### config.mk
export PLATFORM = sky130hd
export DESIGN_NAME = bcd_counter_n
export DESIGN_NICKNAME = d
export VERILOG_FILES = /design/src/rtl/bcd_counter_n_pkg.sv /design/src/rtl/bcd_counter_n_digit.sv /design/src/rtl/bcd_counter_n.sv
export SDC_FILE = /design/constraint.sdc
export NUM_CORES = 1
export LEC_CHECK = 0
export CORE_MARGIN = 2
export CORE_UTILIZATION = 36
export DETAILED_ROUTE_END_ITERATION = 7
export SYNTH_ARGS = -nofsm -noshare
export SYNTH_HDL_FRONTEND = slang
export SYNTH_HIERARCHICAL = 1
export SYNTH_SLANG_ARGS = --single-unit
### constraint.sdc
create_clock -name clock -period 2.4 [get_ports clock]
set_clock_uncertainty 0.15 [all_clocks]
set_input_delay 0.48 -clock clock [delete_from_list [all_inputs] [get_ports clock]]
set_output_delay 0.48 -clock clock [all_outputs]
set_load 0.02 [all_outputs]
### src/rtl/bcd_counter_n_pkg.sv
// ---------------------------------------------------------------------------
// bcd_counter_n_pkg
//   Shared BCD constants and helpers for the cascaded decade counter.
//   Contents:
//     DIGIT_W            width of one packed BCD digit
//     BCD_MAX / BCD_MIN  legal digit range (9 / 0)
//     bcd_nibble_valid   1 when a nibble is a legal decimal digit
//     bcd_sanitize       legal nibble passes through, illegal one becomes 0
// ---------------------------------------------------------------------------
package bcd_counter_n_pkg;

  localparam int         DIGIT_W = 4;
  localparam logic [3:0] BCD_MAX = 4'd9;
  localparam logic [3:0] BCD_MIN = 4'd0;

  function automatic logic bcd_nibble_valid(input logic [3:0] nib);
    return (nib <= BCD_MAX);
  endfunction

  function automatic logic [3:0] bcd_sanitize(input logic [3:0] nib);
    return bcd_nibble_valid(nib) ? nib : BCD_MIN;
  endfunction

endpackage

### src/rtl/bcd_counter_n_digit.sv
// ---------------------------------------------------------------------------
// bcd_digit
//   One registered BCD decade with clear, parallel load and up/down step.
//   Priority inside the decade: reset > clear > load > step.
//   Ports:
//     clock    rising-edge clock
//     reset    synchronous active-high reset (digit -> 0)
//     step     advance this decade one position this cycle
//     up_down  1 = increment, 0 = decrement
//     load     parallel load of value (illegal nibble stored as 0)
//     value    load nibble
//     clear    synchronous clear to 0
//     digit    registered decade value, always 0..9
//     at_max   digit == 9 (carry condition for the next decade)
//     at_min   digit == 0 (borrow condition for the next decade)
// ---------------------------------------------------------------------------
module bcd_digit
  import bcd_counter_n_pkg::*;
(
  input  logic       clock,
  input  logic       reset,
  input  logic       step,
  input  logic       up_down,
  input  logic       load,
  input  logic [3:0] value,
  input  logic       clear,
  output logic [3:0] digit,
  output logic       at_max,
  output logic       at_min
);

  logic [3:0] digit_d;
  logic [3:0] digit_q;

  // Next-digit selection. The >= / > comparisons keep the decade inside
  // 0..9 even if the register were ever disturbed into an illegal code.
  always_comb begin
    digit_d = digit_q;
    if (clear) begin
      digit_d = BCD_MIN;
    end else if (load) begin
      digit_d = bcd_sanitize(value);
    end else if (step) begin
      if (up_down) begin
        digit_d = (digit_q >= BCD_MAX) ? BCD_MIN : (digit_q + 4'd1);
      end else if (digit_q == BCD_MIN) begin
        digit_d = BCD_MAX;
      end else if (digit_q > BCD_MAX) begin
        digit_d = BCD_MAX;
      end else begin
        digit_d = digit_q - 4'd1;
      end
    end
  end

  always_ff @(posedge clock) begin
    if (reset) begin
      digit_q <= BCD_MIN;
    end else begin
      digit_q <= digit_d;
    end
  end

  assign digit  = digit_q;
  assign at_max = (digit_q == BCD_MAX);
  assign at_min = (digit_q == BCD_MIN);

endmodule

### src/rtl/bcd_counter_n.sv
// ---------------------------------------------------------------------------
// bcd_counter_n
//   Cascaded DIGITS-decade BCD up/down counter with clear, parallel load,
//   optional saturation at the terminal value and a load-error flag.
//   Priority: reset > clear > load > enable.
//   Parameters:
//     DIGITS    number of decades (1..8)
//     SATURATE  0 = wrap modulo 10^DIGITS, 1 = hold at all-9s / all-0s
//   Ports:
//     clock       rising-edge clock
//     reset       synchronous active-high reset
//     enable      count this cycle
//     up_down     1 = increment, 0 = decrement
//     clear       synchronous clear to zero
//     load        parallel-load strobe
//     load_value  packed BCD load data, digit 0 in [3:0]
//     counter     registered packed BCD count, digit 0 in [3:0]
//     terminal    combinational: enable and counter at all-9s (up) / all-0s (down)
//     load_error  registered one-cycle flag after a load with an illegal nibble
// ---------------------------------------------------------------------------
module bcd_counter_n
  import bcd_counter_n_pkg::*;
#(
  parameter int DIGITS   = 4,
  parameter bit SATURATE = 1'b0
) (
  input  logic                      clock,
  input  logic                      reset,
  input  logic                      enable,
  input  logic                      up_down,
  input  logic                      clear,
  input  logic                      load,
  input  logic [DIGIT_W*DIGITS-1:0] load_value,
  output logic [DIGIT_W*DIGITS-1:0] counter,
  output logic                      terminal,
  output logic                      load_error
);

  logic [DIGITS-1:0] at_max;
  logic [DIGITS-1:0] at_min;
  logic [DIGITS-1:0] step;
  logic [DIGITS-1:0] nib_invalid;

  logic at_terminal;
  logic hold;
  logic count_en;

  logic load_error_d;
  logic load_error_q;

  // Whole-counter terminal condition for the currently selected direction.
  assign at_terminal = up_down ? (&at_max) : (&at_min);
  assign terminal    = enable & at_terminal;

  // In saturating mode the terminal value blocks the step at its root, so
  // no decade moves and the count holds.
  assign hold     = SATURATE & at_terminal;
  assign count_en = enable & ~hold;

  for (genvar i = 0; i < DIGITS; i++) begin : g_digit
    // Combinational carry/borrow chain: decade i steps when every lower
    // decade is at its limit, so all decades update on the same edge.
    if (i == 0) begin : g_root
      assign step[i] = count_en;
    end else begin : g_chain
      assign step[i] = step[i-1] & (up_down ? at_max[i-1] : at_min[i-1]);
    end

    assign nib_invalid[i] = ~bcd_nibble_valid(load_value[i*DIGIT_W +: DIGIT_W]);

    bcd_digit u_digit (
      .clock   (clock),
      .reset   (reset),
      .step    (step[i]),
      .up_down (up_down),
      .load    (load),
      .value   (load_value[i*DIGIT_W +: DIGIT_W]),
      .clear   (clear),
      .digit   (counter[i*DIGIT_W +: DIGIT_W]),
      .at_max  (at_max[i]),
      .at_min  (at_min[i])
    );
  end

  // A load masked by clear is not performed, so it cannot raise the flag.
  always_comb begin
    load_error_d = 1'b0;
    if (load && !clear) begin
      load_error_d = |nib_invalid;
    end
  end

  always_ff @(posedge clock) begin
    if (reset) begin
      load_error_q <= 1'b0;
    end else begin
      load_error_q <= load_error_d;
    end
  end

  assign load_error = load_error_q;

endmodule

Fig. 1: sizing map
Drawn at 4 px/um.
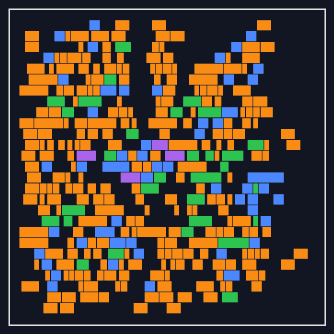
[x6 and larger] purple | cells: 4 | share: 1.2% | most used: clkbuf_8
[x3 and x4] blue | cells: 53 | share: 16% | most used: buf_4
[x1 and smaller] orange | cells: 251 | share: 74% | most used: clkdlybuf4s50_1
[x2] green | cells: 30 | share: 8.9% | most used: nor2b_2
final worst-path setup slack: 0.110 ns
Non-clk bufs: 84
Layout area overhead: 42.6%
Design Area, Final: 0.00286 mm2

Fig. 2: clock nets
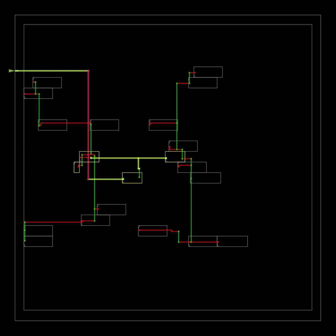
clock sink count: 17
Seq Cell Count: 17
clk latency late pin: 0.25 ns
clock buffer count: 4

Fig. 3: cell density map
Drawn at 4 px/um. The die is cut into 8 by 8 equal tiles; white is low, dark blue is high, 0 to 100% covered.
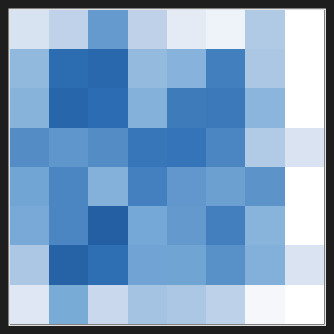
fullest tile: 81%
nearly empty tiles: 9.4%
tiles over 75% full: 9.4%
mean over tiles: 45%
Final Util: 52.5%
fp util: 36.9%
Core ar.: 0.00544 mm2

==> run_results.csv <==
group,metric,value,unit
run_status,run_status,"finished, final reports clean",
synth,ff_type,"dfxtp_1",
setup_path,setup.worst_path.start_class,"flip-flop",
synth,synth_area,0.00200,mm2
synth,postSynthSeqShare,17.0,%
setup_path,crit_type,"reg -> reg",
setup_path,r2r_start,"g_digit[0].u_digit/digit[1]$_SDFFE_PP0P_",
grt,grt_max_degree,38,
route,highest_layer,"met4",
min_path,hold_path_end,"g_digit[3].u_digit/digit[0]$_SDFFE_PP0P_",
setup_path,worstPathMaxFanout,6,
final_timing,tns,0,ns
route,routedWlPerCell,13.0,um
cts,cts_made_buffers,3,
cts,clockBufferDepth,2,
final_timing,whs,0.431,ns
synth,top_cells_by_area,"dfxtp_1 17%, ha_1 10%, nor2_1 4.7%",
synth,synth-seq-cells,17,
route,wl_met3,159,um
job,warnings,39,
final_timing,finalSetupViolations,0,
route,viasPerCell,5.35,
min_path,min_path_cells,2,
floorplanning,die-area,0.00618,mm2
grt,first_global_vias,1967,
synth,ys_area,0.00200,mm2
synth,synthArstFlopShare,0,%
setup_path,max_stage_delay,0.35,ns
final_layout,nets,377,
setup_path,crit_top_cell,"buf_4",
floorplanning,io_pins,40,
setup_path,arrival,2.26,ns
setup_path,rr_worst_depth,12,
final_timing,slew-limit-headroom,68.5,%
final_timing,finalCritPeriodShare,95.4,%
synth,syn_nets,300,
place,postPlaceCellArea,0.00276,mm2
job,drv_cap,0,
place,placement.io_buffers,39,
synth,synth_top_cell_by_area,"dfxtp_1",
route,drtPass1Iterations,4,
cts,cts.htree.levels,1,
final_layout,layout_top_cell,"buf_4",
grt,overflow,0,
final_timing,drv_slew,0,
setup_path,crit_chain,"inv_2 -> buf_4 -> ha_2 -> inv_1 -> nor2_2 -> and2_4 -> buf_4 -> a22oi_2 -> nor3b_4 -> nor2b_4 -> o21a_1 -> a21oi_2",
setup_path,rr_endpoint,"g_digit[3].u_digit/digit[3]$_SDFFE_PP0P_",
cts,root_buffer,"clkbuf_8",
final_timing,min_period,2.29,ns
setup_path,cp_data_required_time,2.37,ns
route,drt_iter0_markers,50,
route,totalWireLength,5340,um
synth,yosysWarnings,6,
min_path,hp-start,"g_digit[3].u_digit/digit[0]$_SDFFE_PP0P_",
synth,ys_cells,262,
setup_path,cp-end-kind,"flip-flop",
synth,synth_cell_types,40,
cts,cts_tree,"yes",
route,wl_met1,2560,um
cts,clk_pin_slew,0.07,ns
route,drc,0,
final_timing,clock.fmax,0.437,GHz
final_timing,tightestPinTransition,0.467,ns
synth,edf_count,0,
synth,synth.top_cell.area_share,17.0,%
route,ant_nets,0,
grt,grt_pass1_wl,8870,um
power_and_ir_drop,p_per_area,321,mW/mm2
setup_path,slowest_stage,"nor3b_4",
route,dr_wl_met2,2560,um
floorplanning,num_rows,27,
cts,ctsHoldBuffers,0,
setup_path,r2r_slack,0.11,ns
final_layout,mostFrequentLayoutCells,"45 x buf_4, 38 x clkdlybuf4s50_1, 22 x nor2_1, 22 x inv_1, 16 x a21oi_1",
route,vias,2195,
final_layout,drive_gt1_share,25.7,%
grt,grt_usage,17.4,%
grt,antenna_found_initial,0,
final_layout,n_antenna_cell,0,
power_and_ir_drop,p_leak,1.19,nW
place,dp_hpwl,4140,um
final_timing,hold_viol,0,
min_path,hold_class,"reg -> reg",
synth,syn_avg_cell_area,7.65,um2
Fig. 4: signal wires by layer
Drawn at 6 px/um.
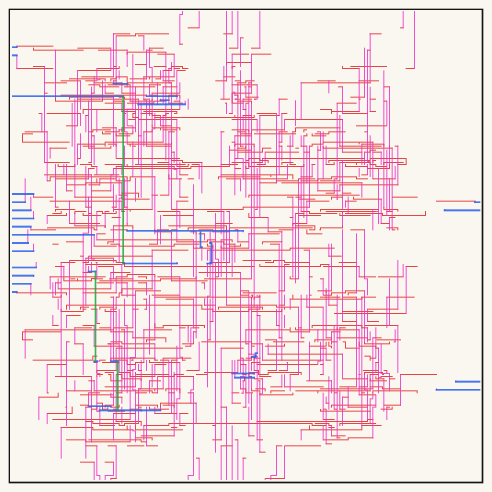
[M3] blue | wire length: 160 um
[M1] red | wire length: 2,560 um
[M4] green | wire length: 51.0 um
[M2] magenta | wire length: 2,560 um

Fig. 5: PDN straps and rails
Drawn at 4 px/um. Pins as bars on the die edge. Tap cells in grey.
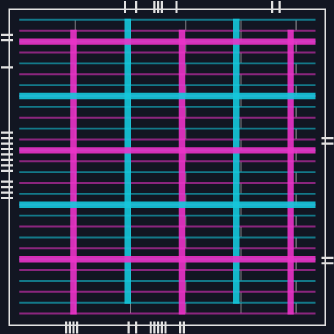
[VSS] magenta
[VDD] cyan
tap cells: 72
rows: 27
met1 rails: 28
met4 straps: 5
height of the die: 78.6 um
die width: 78.6 um
VDD IR max: 0.300 mV

critical path: cells and delay by family, from the launching register on:
family,cells,cell delay [ns]
fa+ha+maj,1,0.17
simple gates,4,0.85
buf+inv,4,0.35
compound gates,3,0.33
flops,1,0.32
state kept, by name, indices dropped and copies added (netlist names):
| signal | cells |
|---|---|
| g_digit.u_digit/digit | 16 |
| load_error | 1 |
kinds of logic after synthesis:
group                      after synthesis  synth area share, %
and+or+nand+nor                         97                 28.5
muxes                                    5                 2.75
buffers and inverters                   36                 7.49
adders and majority gates               16                 9.99
AOI/OAI and AO/OA                       91                 34.3
DFF                                     17                 17.0
cell type report:
type                            instances  area, um2
Multi-Input combinational cell        209       1560
Sequential cell                        17        343
Tap cell                               72       90.1
Timing Repair Buffer                   84        729
Clock buffer                            4       45.0
Inverter                               24       90.1
Fill cell                             543       2580
Yosys cell counts, types with 5 or more instances:
master,number
and3_1,5
nand2_1,12
a21oi_1,16
buf_2,12
ha_1,16
inv_1,24
o21a_1,5
o21ai_0,13
dfxtp_1,17
a21boi_1,5
nor2_1,25
nand2b_1,8
nor2b_1,9
o311ai_0,8
per-layer routing:
layer / global-route usage (%) / vias up
met5: 0 / -
met4: 3.16 / 0
met3: 2.76 / 6
met2: 29.6 / 46
met1: 23.4 / 1016
li1: - / 1127
metrics by stage:
| step | worst slack [ns] | cells | power, W |
|---|---|---|---|
| after floorplan | 0.0761 | 262 | 0.000532 |
| after global placement | -0.317 | 405 | 0.000690 |
| after detailed placement | -0.337 | 405 | 0.000693 |
| after CTS | -0.0236 | 409 | 0.000909 |
| after global routing | -0.00276 | 410 | 0.000972 |
| final | 0.110 | 410 | 0.000917 |
worst max-delay path by stage:
stage	start	end	slack, ns	cells after the start
6_report	g_digit[0].u_digit/digit[1]$_SDFFE_PP0P_	g_digit[3].u_digit/digit[3]$_SDFFE_PP0P_	0.11	12
5_1_grt	g_digit[0].u_digit/digit[1]$_SDFFE_PP0P_	g_digit[3].u_digit/digit[3]$_SDFFE_PP0P_	-0.003	11
3_3_place_gp	up_down	terminal	-0.32	5
3_5_place_dp	up_down	terminal	-0.34	5
4_1_cts	g_digit[0].u_digit/digit[1]$_SDFFE_PP0P_	g_digit[3].u_digit/digit[3]$_SDFFE_PP0P_	-0.02	11
2_1_floorplan	g_digit[0].u_digit/digit[0]$_SDFFE_PP0P_	g_digit[2].u_digit/digit[0]$_SDFFE_PP0P_	0.08	10
timing repair:
action                     CTS  global route
resized                      4            20
pin swaps                    0             4
setup buffers                0             2
setup endpoints to repair    3             9
power breakdown:
group | internal (W) | total [W] | leakage [nW] | switching (W)
Combinational | 0.000202 | 0.000397 | 1.02 | 0.000195
Sequential | 0.000294 | 0.000303 | 0.140 | 0.00000942
Clock | 0.000118 | 0.000217 | 0.0228 | 0.0000988
No activity file was given, so power comes from the tool's default toggle rates.
